--- src/rtl/aes_ctr_engine.sv ---
// aes_ctr_engine: counter-mode stream engine in front of an external AES encryption core.
// Input blocks wait in a buffer while their counter blocks are in the core; keystream returns in order.
module aes_ctr_engine #(
  parameter int unsigned KEY_LEN          = 256,
  parameter int unsigned DATA_LEN         = 128,
  parameter int unsigned NUMS_OF_ROUND    = 14,
  parameter int unsigned KEY_SETUP_CYCLES = NUMS_OF_ROUND + 1,
  parameter int unsigned CTR_LEN          = 32,
  parameter int unsigned FIFO_DEPTH       = 16,
  parameter int unsigned MAX_OUTSTANDING  = 16
) (
  input  logic                clk,
  input  logic                reset,
  input  logic                cfg_valid,
  output logic                cfg_ready,
  input  logic [KEY_LEN-1:0]  cfg_key,
  input  logic [DATA_LEN-1:0] cfg_iv,
  input  logic                s_valid,
  output logic                s_ready,
  input  logic [DATA_LEN-1:0] s_data,
  input  logic                s_last,
  output logic                m_valid,
  input  logic                m_ready,
  output logic [DATA_LEN-1:0] m_data,
  output logic                m_last,
  output logic                core_valid,
  output logic [DATA_LEN-1:0] core_block,
  output logic                core_key_valid,
  output logic [KEY_LEN-1:0]  core_key,
  input  logic                core_valid_ret,
  input  logic [DATA_LEN-1:0] core_result,
  output logic                busy,
  output logic                ctr_wrap
);

  localparam int unsigned PtrW   = $clog2(FIFO_DEPTH);
  localparam int unsigned CntW   = PtrW + 1;
  localparam int unsigned SetupW = (KEY_SETUP_CYCLES > 1) ? $clog2(KEY_SETUP_CYCLES) : 1;

  typedef enum logic [1:0] {StIdle, StKeySetup, StRun, StDrain} state_e;

  state_e              state_q, state_d;
  logic [SetupW-1:0]   setup_cnt_q, setup_cnt_d;
  logic [DATA_LEN-1:0] ctr_q, ctr_inc;
  logic [KEY_LEN-1:0]  key_q;
  logic                ctr_wrap_q, core_valid_q;
  logic [DATA_LEN-1:0] core_block_q;

  // Data entries carry their last flag in the top bit.
  logic [DATA_LEN:0]   data_mem [FIFO_DEPTH];
  logic [DATA_LEN-1:0] ks_mem   [FIFO_DEPTH];
  logic [PtrW-1:0]     data_wr_q, ks_wr_q, rd_q;
  logic [CntW-1:0]     data_cnt_q, ks_cnt_q, inflight;
  logic [DATA_LEN:0]   data_head;

  logic cfg_hs, s_hs, m_hs, ks_push, stream_done;

  assign inflight    = data_cnt_q - ks_cnt_q;
  assign cfg_ready   = (state_q == StIdle);
  assign busy        = (state_q != StIdle);
  assign cfg_hs      = cfg_ready && cfg_valid;
  assign s_ready     = (state_q == StRun) && (data_cnt_q < CntW'(FIFO_DEPTH)) &&
                       (inflight < CntW'(MAX_OUTSTANDING));
  assign s_hs        = s_valid && s_ready;
  assign m_valid     = (ks_cnt_q != '0);
  assign m_hs        = m_valid && m_ready;
  assign ks_push     = core_valid_ret && (inflight != '0) &&
                       ((state_q == StRun) || (state_q == StDrain));
  assign data_head   = data_mem[rd_q];
  assign m_data      = m_valid ? (data_head[DATA_LEN-1:0] ^ ks_mem[rd_q]) : '0;
  assign m_last      = m_valid && data_head[DATA_LEN];
  assign stream_done = (state_q == StDrain) && m_hs && m_last;

  assign core_valid     = core_valid_q;
  assign core_block     = core_block_q;
  assign core_key_valid = busy;
  assign core_key       = key_q;
  assign ctr_wrap       = ctr_wrap_q;

  // Only the low counter field increments; the upper part of the IV is fixed for the stream.
  always_comb begin
    ctr_inc                = ctr_q;
    ctr_inc[CTR_LEN-1:0]   = ctr_q[CTR_LEN-1:0] + CTR_LEN'(1);
  end

  always_comb begin
    state_d     = state_q;
    setup_cnt_d = setup_cnt_q;
    unique case (state_q)
      StIdle: begin
        if (cfg_valid) begin
          state_d     = StKeySetup;
          setup_cnt_d = SetupW'(KEY_SETUP_CYCLES - 1);
        end
      end
      StKeySetup: begin
        if (setup_cnt_q == '0) state_d = StRun;
        else                   setup_cnt_d = setup_cnt_q - SetupW'(1);
      end
      StRun:   if (s_hs && s_last) state_d = StDrain;
      StDrain: if (stream_done) state_d = StIdle;
      default: state_d = StIdle;
    endcase
  end

  always_ff @(posedge clk) begin
    if (reset) begin
      state_q      <= StIdle;
      setup_cnt_q  <= '0;
      ctr_q        <= '0;
      key_q        <= '0;
      ctr_wrap_q   <= 1'b0;
      core_valid_q <= 1'b0;
      core_block_q <= '0;
      data_wr_q    <= '0;
      ks_wr_q      <= '0;
      rd_q         <= '0;
      data_cnt_q   <= '0;
      ks_cnt_q     <= '0;
    end else begin
      state_q      <= state_d;
      setup_cnt_q  <= setup_cnt_d;
      core_valid_q <= s_hs;
      if (cfg_hs) begin
        key_q      <= cfg_key;
        ctr_q      <= cfg_iv;
        ctr_wrap_q <= 1'b0;
      end else if (s_hs) begin
        core_block_q <= ctr_q;
        ctr_q        <= ctr_inc;
        if (&ctr_q[CTR_LEN-1:0]) ctr_wrap_q <= 1'b1;
      end
      if (stream_done) key_q <= '0;
      if (s_hs)    data_wr_q <= data_wr_q + PtrW'(1);
      if (ks_push) ks_wr_q   <= ks_wr_q + PtrW'(1);
      if (m_hs)    rd_q      <= rd_q + PtrW'(1);
      data_cnt_q <= data_cnt_q + CntW'(s_hs) - CntW'(m_hs);
      ks_cnt_q   <= ks_cnt_q + CntW'(ks_push) - CntW'(m_hs);
    end
  end

  always_ff @(posedge clk) begin
    if (s_hs)    data_mem[data_wr_q] <= {s_last, s_data};
    if (ks_push) ks_mem[ks_wr_q]     <= core_result;
  end

endmodule
--- config.mk ---
export PLATFORM = sky130hd
export DESIGN_NAME = aes_ctr_engine
export DESIGN_NICKNAME = d
export VERILOG_FILES = /design/src/rtl/aes_ctr_engine.sv
export SDC_FILE = /design/constraint.sdc
export NUM_CORES = 2
export LEC_CHECK = 0
export CORE_MARGIN = 2
export CORE_UTILIZATION = 59
export DETAILED_ROUTE_END_ITERATION = 6
export PLACE_DENSITY = 0.8
export REMOVE_ABC_BUFFERS = 1
export SLEW_MARGIN = 10
export SYNTH_ARGS = -nofsm -noshare
export SYNTH_HDL_FRONTEND = slang
export SYNTH_MEMORY_MAX_BITS = 65536
export SYNTH_SLANG_ARGS = --single-unit
--- constraint.sdc ---
create_clock -name clk -period 21.2 [get_ports clk]
set_clock_uncertainty 0.2 [all_clocks]
set_input_delay 6.36 -clock clk [delete_from_list [all_inputs] [get_ports clk]]
set_output_delay 6.36 -clock clk [all_outputs]
set_load 0.01 [all_outputs]
==> impl_metrics.ini <==
; physical design summary
[clock_network]
cts-root-buf = clkbuf_16
cts.clk_slew.worst_paths_ns = 0.06
clk_path_buf_depth = 4
h-tree-depth = 5
cts_sinks = 4658

[outcome]
outcome = complete, but fails checks
violations = design-rule violations

[power]
maxPowerGroup = registers
power_leakage_nw = 63.8
p_comb_w = 0.00571
p_clk_frac = 0.333

[finish]
n_all_inverters = 34
largest_class = registers
stdcell_area_mm2 = 0.207
area.combinational_mm2 = 0.0398
comb_area_frac = 0.192
finalNonFillerCells = 14500
final-clk-cell-share = 0.0692
insertedDiodeCount = 140

[global_route]
grt_pass1_wl_um = 841000
busiest_layer = met2
grt_max_degree = 159
grt_use_total = 0.411
grt_pass1_vias = 99600

[sta]
finalSetupTns_ns = 0
whs_ns = 0.222
maxSlewViolCount = 0
layout_setup_ws_ns = 7.36

[detailed_routing]
vias = 100000
drc = 2
topRoutingLayerUsed = met5

[worst_setup_path]
cp-endpoint = m_data[9]
required_ns = 14.64
critPathTopFamily = buffers and inverters

[synth]
simple_gate_share = 0.0320
aoi_share = 0.0220
yosys.area.top_type = edfxtp_1

[min_path]
hp-class = flip-flop to flip-flop

[place]
place_congestion = 1.07
**Routed clock nets over the placement**

Drawn at 1 px/µm.
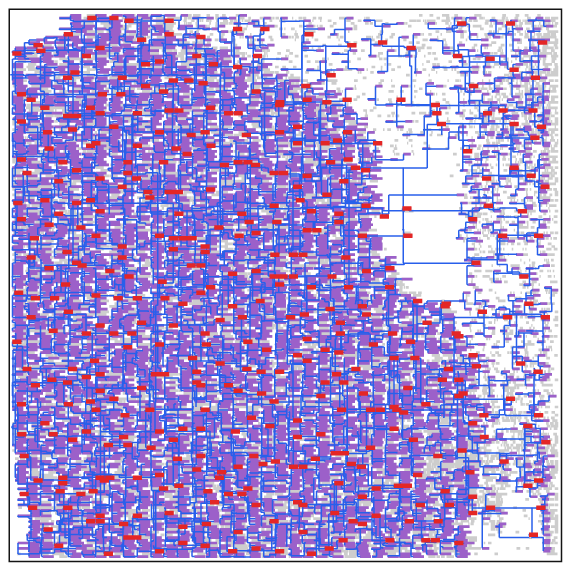
[blue] clock wires | length: 55.7 mm
[purple] flip-flops | count: 4658
[red] cells driving clock nets | count: 441
routed clock nets: 442

**Port wiring**

Drawn at 1 px/µm.
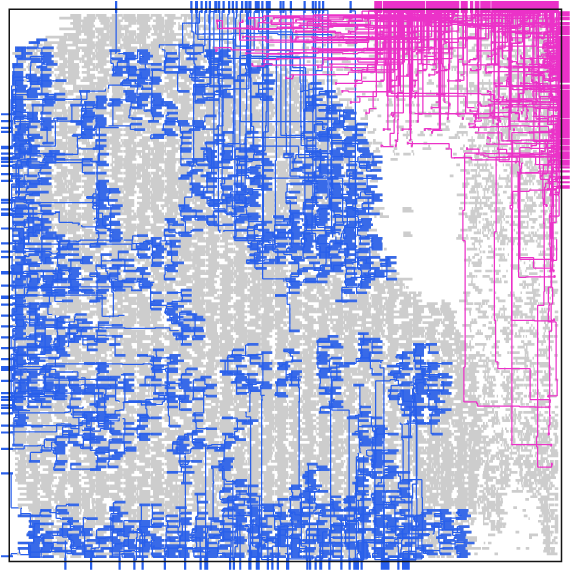
[magenta] cfg_key | bits: 256 | direction: input | end cells: 256 | buffers: 256 | wire: 23.7 mm
[blue] core_result | bits: 128 | direction: input | end cells: 2048 | buffers: 128 | wire: 33.3 mm

**Cell classes on the final placement**

Drawn at 1 px/µm.
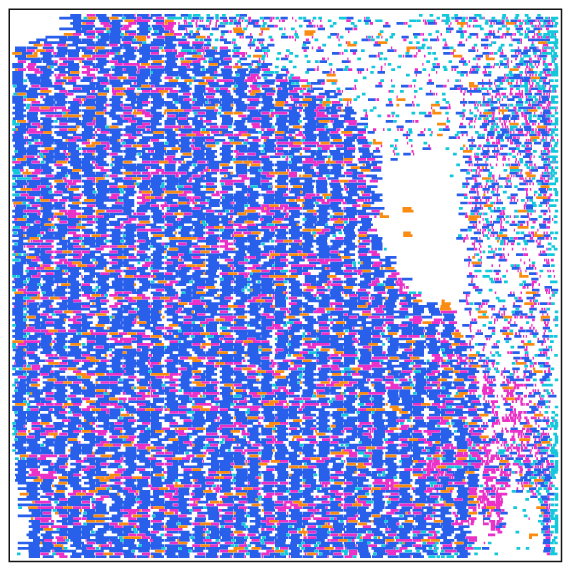
[magenta] all other logic | cells: 3651 | share of their area: 20%
[blue] flops | cells: 4658 | share of their area: 67%
[orange] clock drivers and dummy loads | cells: 820 | share of their area: 7.1%
[cyan] other buffers and delay cells | cells: 1321 | share of their area: 6.5%

**Sequential cells grouped by signal name**

Drawn at 1 px/µm. Other sequential cells in the stronger gray, the rest of the logic in the fainter gray.
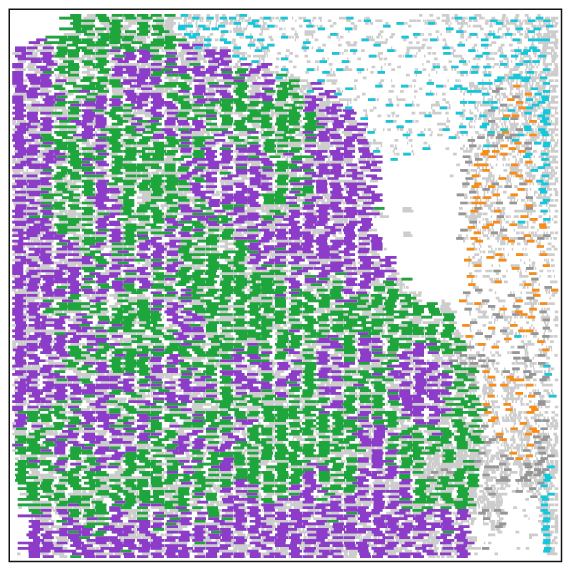
[cyan] core_key | sequential cells: 256
[green] data_mem | sequential cells: 2064
[purple] ks_mem | sequential cells: 2048 | where: widely spread
[orange] ctr_q | sequential cells: 128

**Cell outlines without signal wires**

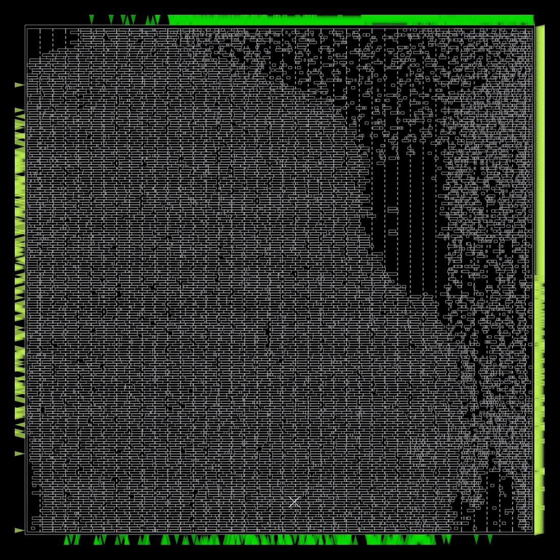
Final Core Density: 0.697
Core ar.: 0.297 mm²
sequential cell area share: 0.649
Layout fillers: 16900
flop count: 4658

